--- src/rtl/alu_op_scheduler_pkg.sv ---
// Shared types for the ALU operation scheduler: op encodings, FSM states, default width.
package alu_pkg;

    localparam int ALU_WIDTH = 16;

    typedef enum logic [1:0] {
        ALU_ADD = 2'b00,
        ALU_SUB = 2'b01,
        ALU_MUL = 2'b10,
        ALU_SHR = 2'b11
    } alu_op_t;

    typedef enum logic [1:0] {
        IDLE,
        EXEC,
        MUL,
        DONE
    } sched_state_t;

endpackage

--- src/rtl/alu_op_scheduler_alu_core.sv ---
// Single-cycle ADD/SUB/SHR on latched operands; carry port exists only with ALU_SCHED_FLAGS_EN.
module alu_core
    import alu_pkg::*;
#(
    parameter int WIDTH = ALU_WIDTH
) (
    input  logic [1:0]         op,
    input  logic [WIDTH-1:0]   a,
    input  logic [WIDTH-1:0]   b,
    output logic [2*WIDTH-1:0] result
`ifdef ALU_SCHED_FLAGS_EN
    ,
    output logic               carry
`endif
);

    logic [WIDTH-1:0] sum;
    logic [WIDTH-1:0] diff;

    assign sum  = a + b;
    assign diff = a - b;

    always_comb begin
        result = '0;
        case (alu_op_t'(op))
            ALU_ADD: result = {{WIDTH{1'b0}}, sum};
            ALU_SUB: result = {{WIDTH{1'b0}}, diff};
            ALU_SHR: result = (32'(b) >= WIDTH) ? '0 : {{WIDTH{1'b0}}, a >> b};
            default: result = '0;
        endcase
    end

`ifdef ALU_SCHED_FLAGS_EN
    // Unsigned overflow shows up as a wrapped sum smaller than an addend.
    assign carry = (alu_op_t'(op) == ALU_ADD) ? (sum < a) :
                   (alu_op_t'(op) == ALU_SUB) ? (a < b)   : 1'b0;
`endif

endmodule

--- src/rtl/alu_op_scheduler.sv ---
// Two-requester round-robin scheduler sharing one ALU; MUL is iterative shift-add.
// Optional ALU_SCHED_FLAGS_EN adds registered rsp_zero / rsp_carry outputs.
module alu_op_scheduler
    import alu_pkg::*;
#(
    parameter int WIDTH   = ALU_WIDTH,
    parameter int NUM_REQ = 2
) (
    input  logic                     CLK100MHZ,
    input  logic                     RST,
    input  logic [NUM_REQ-1:0]       req_valid,
    output logic [NUM_REQ-1:0]       req_ready,
    input  logic [2*NUM_REQ-1:0]     req_op,
    input  logic [NUM_REQ*WIDTH-1:0] req_a,
    input  logic [NUM_REQ*WIDTH-1:0] req_b,
    output logic                     rsp_valid,
    input  logic                     rsp_ready,
    output logic                     rsp_id,
    output logic [2*WIDTH-1:0]       rsp_result,
    output logic                     busy
`ifdef ALU_SCHED_FLAGS_EN
    ,
    output logic                     rsp_zero,
    output logic                     rsp_carry
`endif
);

    localparam int CNT_W = $clog2(WIDTH + 1);

    sched_state_t       state, state_next;
    logic               last_grant;
    logic [NUM_REQ-1:0] grant;
    logic               sel;
    logic               accept;
    logic               last_iter;
    logic [1:0]         op_sel;
    logic [WIDTH-1:0]   a_sel, b_sel;
    logic [1:0]         op_q;
    logic [WIDTH-1:0]   a_q, b_q;
    logic [2*WIDTH-1:0] acc, mcand, acc_next;
    logic [2*WIDTH-1:0] core_result, done_value;
    logic [WIDTH-1:0]   mplier;
    logic [CNT_W-1:0]   count;
`ifdef ALU_SCHED_FLAGS_EN
    logic               core_carry;
`endif

    // On a tie the requester that did not win last time is served.
    always_comb begin
        grant = '0;
        case (req_valid)
            2'b01:   grant = 2'b01;
            2'b10:   grant = 2'b10;
            2'b11:   grant = last_grant ? 2'b01 : 2'b10;
            default: grant = '0;
        endcase
    end

    assign sel    = grant[1];
    assign op_sel = sel ? req_op[3:2] : req_op[1:0];
    assign a_sel  = sel ? req_a[2*WIDTH-1:WIDTH] : req_a[WIDTH-1:0];
    assign b_sel  = sel ? req_b[2*WIDTH-1:WIDTH] : req_b[WIDTH-1:0];
    assign accept = |(req_valid & req_ready);

    assign acc_next   = mplier[0] ? (acc + mcand) : acc;
    assign last_iter  = (state == MUL) && (count == CNT_W'(WIDTH - 1));
    assign done_value = (state == MUL) ? acc_next : core_result;

    always_comb begin
        state_next = state;
        req_ready  = '0;
        rsp_valid  = 1'b0;
        busy       = 1'b1;
        case (state)
            IDLE: begin
                busy      = 1'b0;
                req_ready = RST ? '0 : grant;
                if (accept)
                    state_next = (alu_op_t'(op_sel) == ALU_MUL) ? MUL : EXEC;
            end
            EXEC:    state_next = DONE;
            MUL:     if (last_iter) state_next = DONE;
            DONE: begin
                rsp_valid = 1'b1;
                if (rsp_ready) state_next = IDLE;
            end
            default: state_next = IDLE;
        endcase
    end

    always_ff @(posedge CLK100MHZ or posedge RST) begin
        if (RST) begin
            state      <= IDLE;
            last_grant <= 1'b1;
            rsp_id     <= 1'b0;
            count      <= '0;
            rsp_result <= '0;
`ifdef ALU_SCHED_FLAGS_EN
            rsp_zero   <= 1'b0;
            rsp_carry  <= 1'b0;
`endif
        end else begin
            state <= state_next;
            if (accept) begin
                last_grant <= sel;
                rsp_id     <= sel;
                count      <= '0;
            end else if (state == MUL) begin
                count <= count + CNT_W'(1);
            end
            if ((state == EXEC) || last_iter) begin
                rsp_result <= done_value;
`ifdef ALU_SCHED_FLAGS_EN
                rsp_zero   <= (done_value == '0);
                rsp_carry  <= (state == EXEC) && core_carry;
`endif
            end
        end
    end

    // Operand and multiplier datapath registers carry no reset.
    always_ff @(posedge CLK100MHZ) begin
        if (accept) begin
            op_q   <= op_sel;
            a_q    <= a_sel;
            b_q    <= b_sel;
            acc    <= '0;
            mcand  <= {{WIDTH{1'b0}}, a_sel};
            mplier <= b_sel;
        end else if (state == MUL) begin
            acc    <= acc_next;
            mcand  <= mcand << 1;
            mplier <= mplier >> 1;
        end
    end

    alu_core #(.WIDTH(WIDTH)) u_core (
        .op     (op_q),
        .a      (a_q),
        .b      (b_q),
        .result (core_result)
`ifdef ALU_SCHED_FLAGS_EN
        ,
        .carry  (core_carry)
`endif
    );

endmodule

--- config.mk ---
export PLATFORM = sky130hd
export DESIGN_NAME = alu_op_scheduler
export DESIGN_NICKNAME = d
export VERILOG_FILES = /design/src/rtl/alu_op_scheduler_pkg.sv /design/src/rtl/alu_op_scheduler_alu_core.sv /design/src/rtl/alu_op_scheduler.sv
export SDC_FILE = /design/constraint.sdc
export NUM_CORES = 1
export LEC_CHECK = 0
export ABC_AREA = 1
export ABC_CLOCK_PERIOD_IN_PS = 3480
export CAP_MARGIN = 25
export CORE_ASPECT_RATIO = 1.1
export CORE_MARGIN = 2
export CORE_UTILIZATION = 25
export DETAILED_ROUTE_END_ITERATION = 7
export PLACE_DENSITY = 0.49
export SETUP_SLACK_MARGIN = 0.15
export SLEW_MARGIN = 25
export SYNTH_ARGS = -nofsm -noshare
export SYNTH_HDL_FRONTEND = slang
export SYNTH_HIERARCHICAL = 1
export SYNTH_SLANG_ARGS = --single-unit
--- constraint.sdc ---
create_clock -name CLK100MHZ -period 3.48 [get_ports CLK100MHZ]
set_input_delay 0.348 -clock CLK100MHZ [delete_from_list [all_inputs] [get_ports CLK100MHZ]]
set_output_delay 0.348 -clock CLK100MHZ [all_outputs]
set_load 0.005 [all_outputs]
==> images/layer_met3.png <==
Scale bar: 50 um. Cells faint in the background.
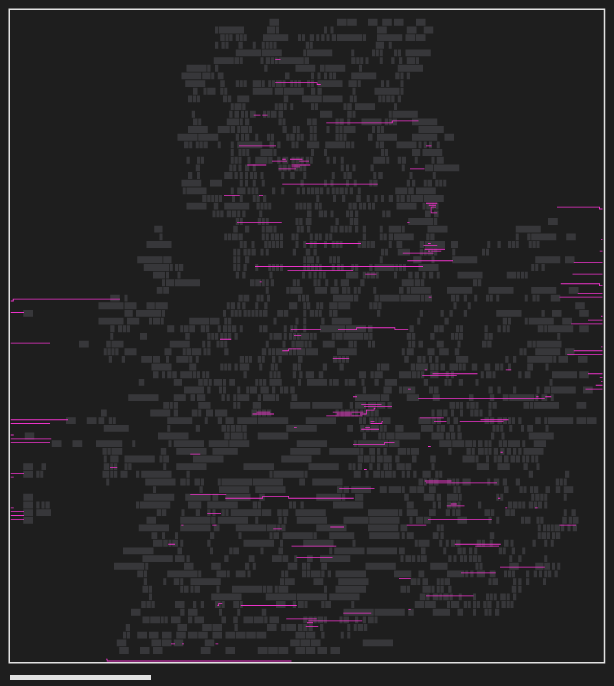
nets with wire on the layer	110
share of all routed wire	3.3%

==> images/clk_routes.png <==
Scale bar: 50 um.
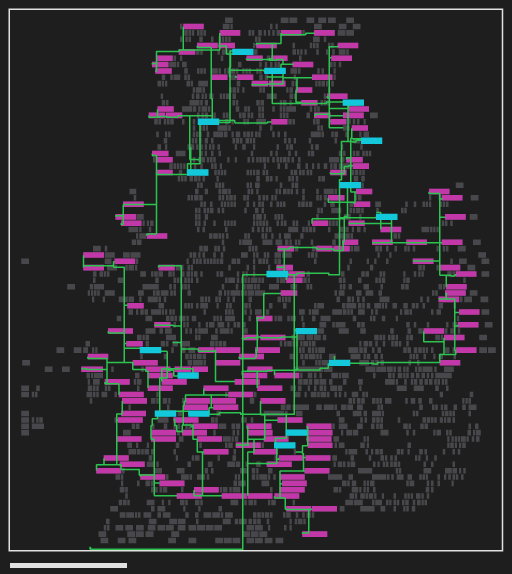
[green] clock wires | length: 2,430 um
[cyan] clock drivers | count: 17
[magenta] flip-flops | count: 155
routed clock nets	18

==> images/layer_met2.png <==
Cells faint in the background.
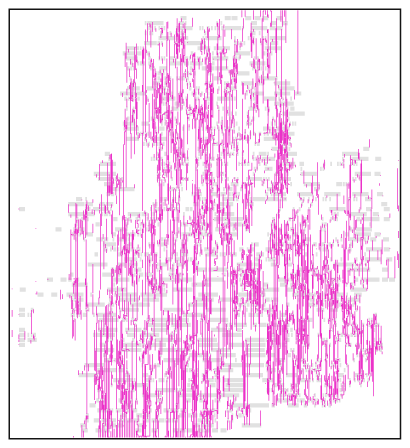
share of all routed wire	47%
wire length on this layer	17,800 um

==> PnR_summary.wiki <==
=== Synthesis and place and route ===
{| class="wikitable"
! Metric !! Value
|-
| Routed wire length || 38,200 um
|-
| Detailed-route vias per instance || 4.58
|-
| Result of the run || finished, final reports clean
|-
| Reg-to-reg critical path startpoint || b_q[2]$_DFFE_PN_
|-
| GRT met2 Usage || 26.6%
|-
| Sequential Power || 3340 uW
|-
| Most frequent cells in the layout || 611 x sky130_fd_sc_hd__nand2_1, 198 x sky130_fd_sc_hd__inv_1, 157 x sky130_fd_sc_hd__nor2_1, 114 x sky130_fd_sc_hd__nand3_1, 109 x sky130_fd_sc_hd__clkdlybuf4s50_1
|-
| Required @ worst endpoint || 3.85 ns
|-
| Most numerous cell types in the synthesized netlist || 611 x sky130_fd_sc_hd__nand2_1, 200 x sky130_fd_sc_hd__inv_1, 157 x sky130_fd_sc_hd__nor2_1
|-
| Dominant flop cell || sky130_fd_sc_hd__edfxtp_1
|-
| GR Overflow Total || 0
|-
| Dominant kind of combinational cell || simple AND/OR/NAND/NOR gates
|-
| Registers with the highest flip-flop counts || acc x32, mcand x32, rsp_result x32
|-
| Number of global-route vias before repair || 10,900
|-
| Final non-filler cell area || 13,900 sq um
|-
| Number of diodes added for antenna fixing || 0
|-
| Chip Height || 231 um
|-
| Xor/xnor share || 2.38%
|-
| Flip-flops with a built-in enable || 66
|-
| Number of slew-limit violations in the final report || 0
|-
| Slowest cell on the critical path || sky130_fd_sc_hd__edfxtp_1
|-
| Worst Tran Pin Value || 0.988 ns
|-
| Area of the core || 46,500 sq um
|-
| CTS clock-pin slew for the worst setup and hold paths || 0.07 ns
|-
| Tool warning count || 29
|-
| Comb pwr || 6330 uW
|-
| First-pass GRT wire length || 60,000 um
|-
| Post-layout minimum cycle time || 3.03 ns
|-
| RSZ-0062 raised after global routing || no
|-
| Fraction of final layout cells sized beyond drive strength 1 || 7.46%
|-
| Cts-stage hold buffer count || 0
|-
| Cell area after synthesis || 11,800 sq um
|-
| MI comb area || 6560 sq um
|-
| Global router's overall resource usage || 16.0%
|-
| Final Worst Setup Slack || 0.454 ns
|-
| Resize count post-CTS || 0
|-
| Placed inst area || 13,300 sq um
|-
| Leading area contributor after synthesis || sky130_fd_sc_hd__nand2_1
|-
| Antenna violations before repair || 0
|-
| Hpwl dp || 30,100 um
|-
| Post-CTS Setup Bufs || 0
|-
| Synth Warn # || 6
|-
| Die area || 48,800 sq um
|-
| Number of violations reported at the end of detailed-routing iteration 0 || 744
|-
| Storage cell area || 3970 sq um
|-
| Mux share of post-synthesis cell area || 0.213%
|}
==> images/congestion.png <==
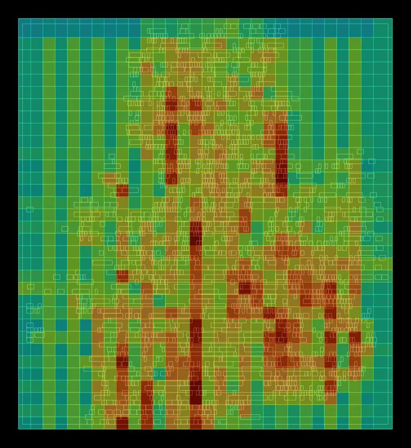
Global Route met3 Usage: 2.29%
final core utilization: 30.0%
DR WL/cell: 15.6 um
global-route layer with the greatest usage: met2

==> images/wires.png <==
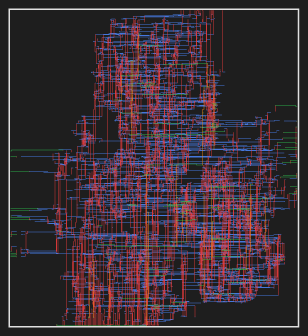
color	layer	wire length
blue	metal 1	18,200 um
orange	metal 4	947 um
green	metal 3	1,260 um
red	metal 2	17,800 um

No activity file was given, so power comes from the tool's default toggle rates.
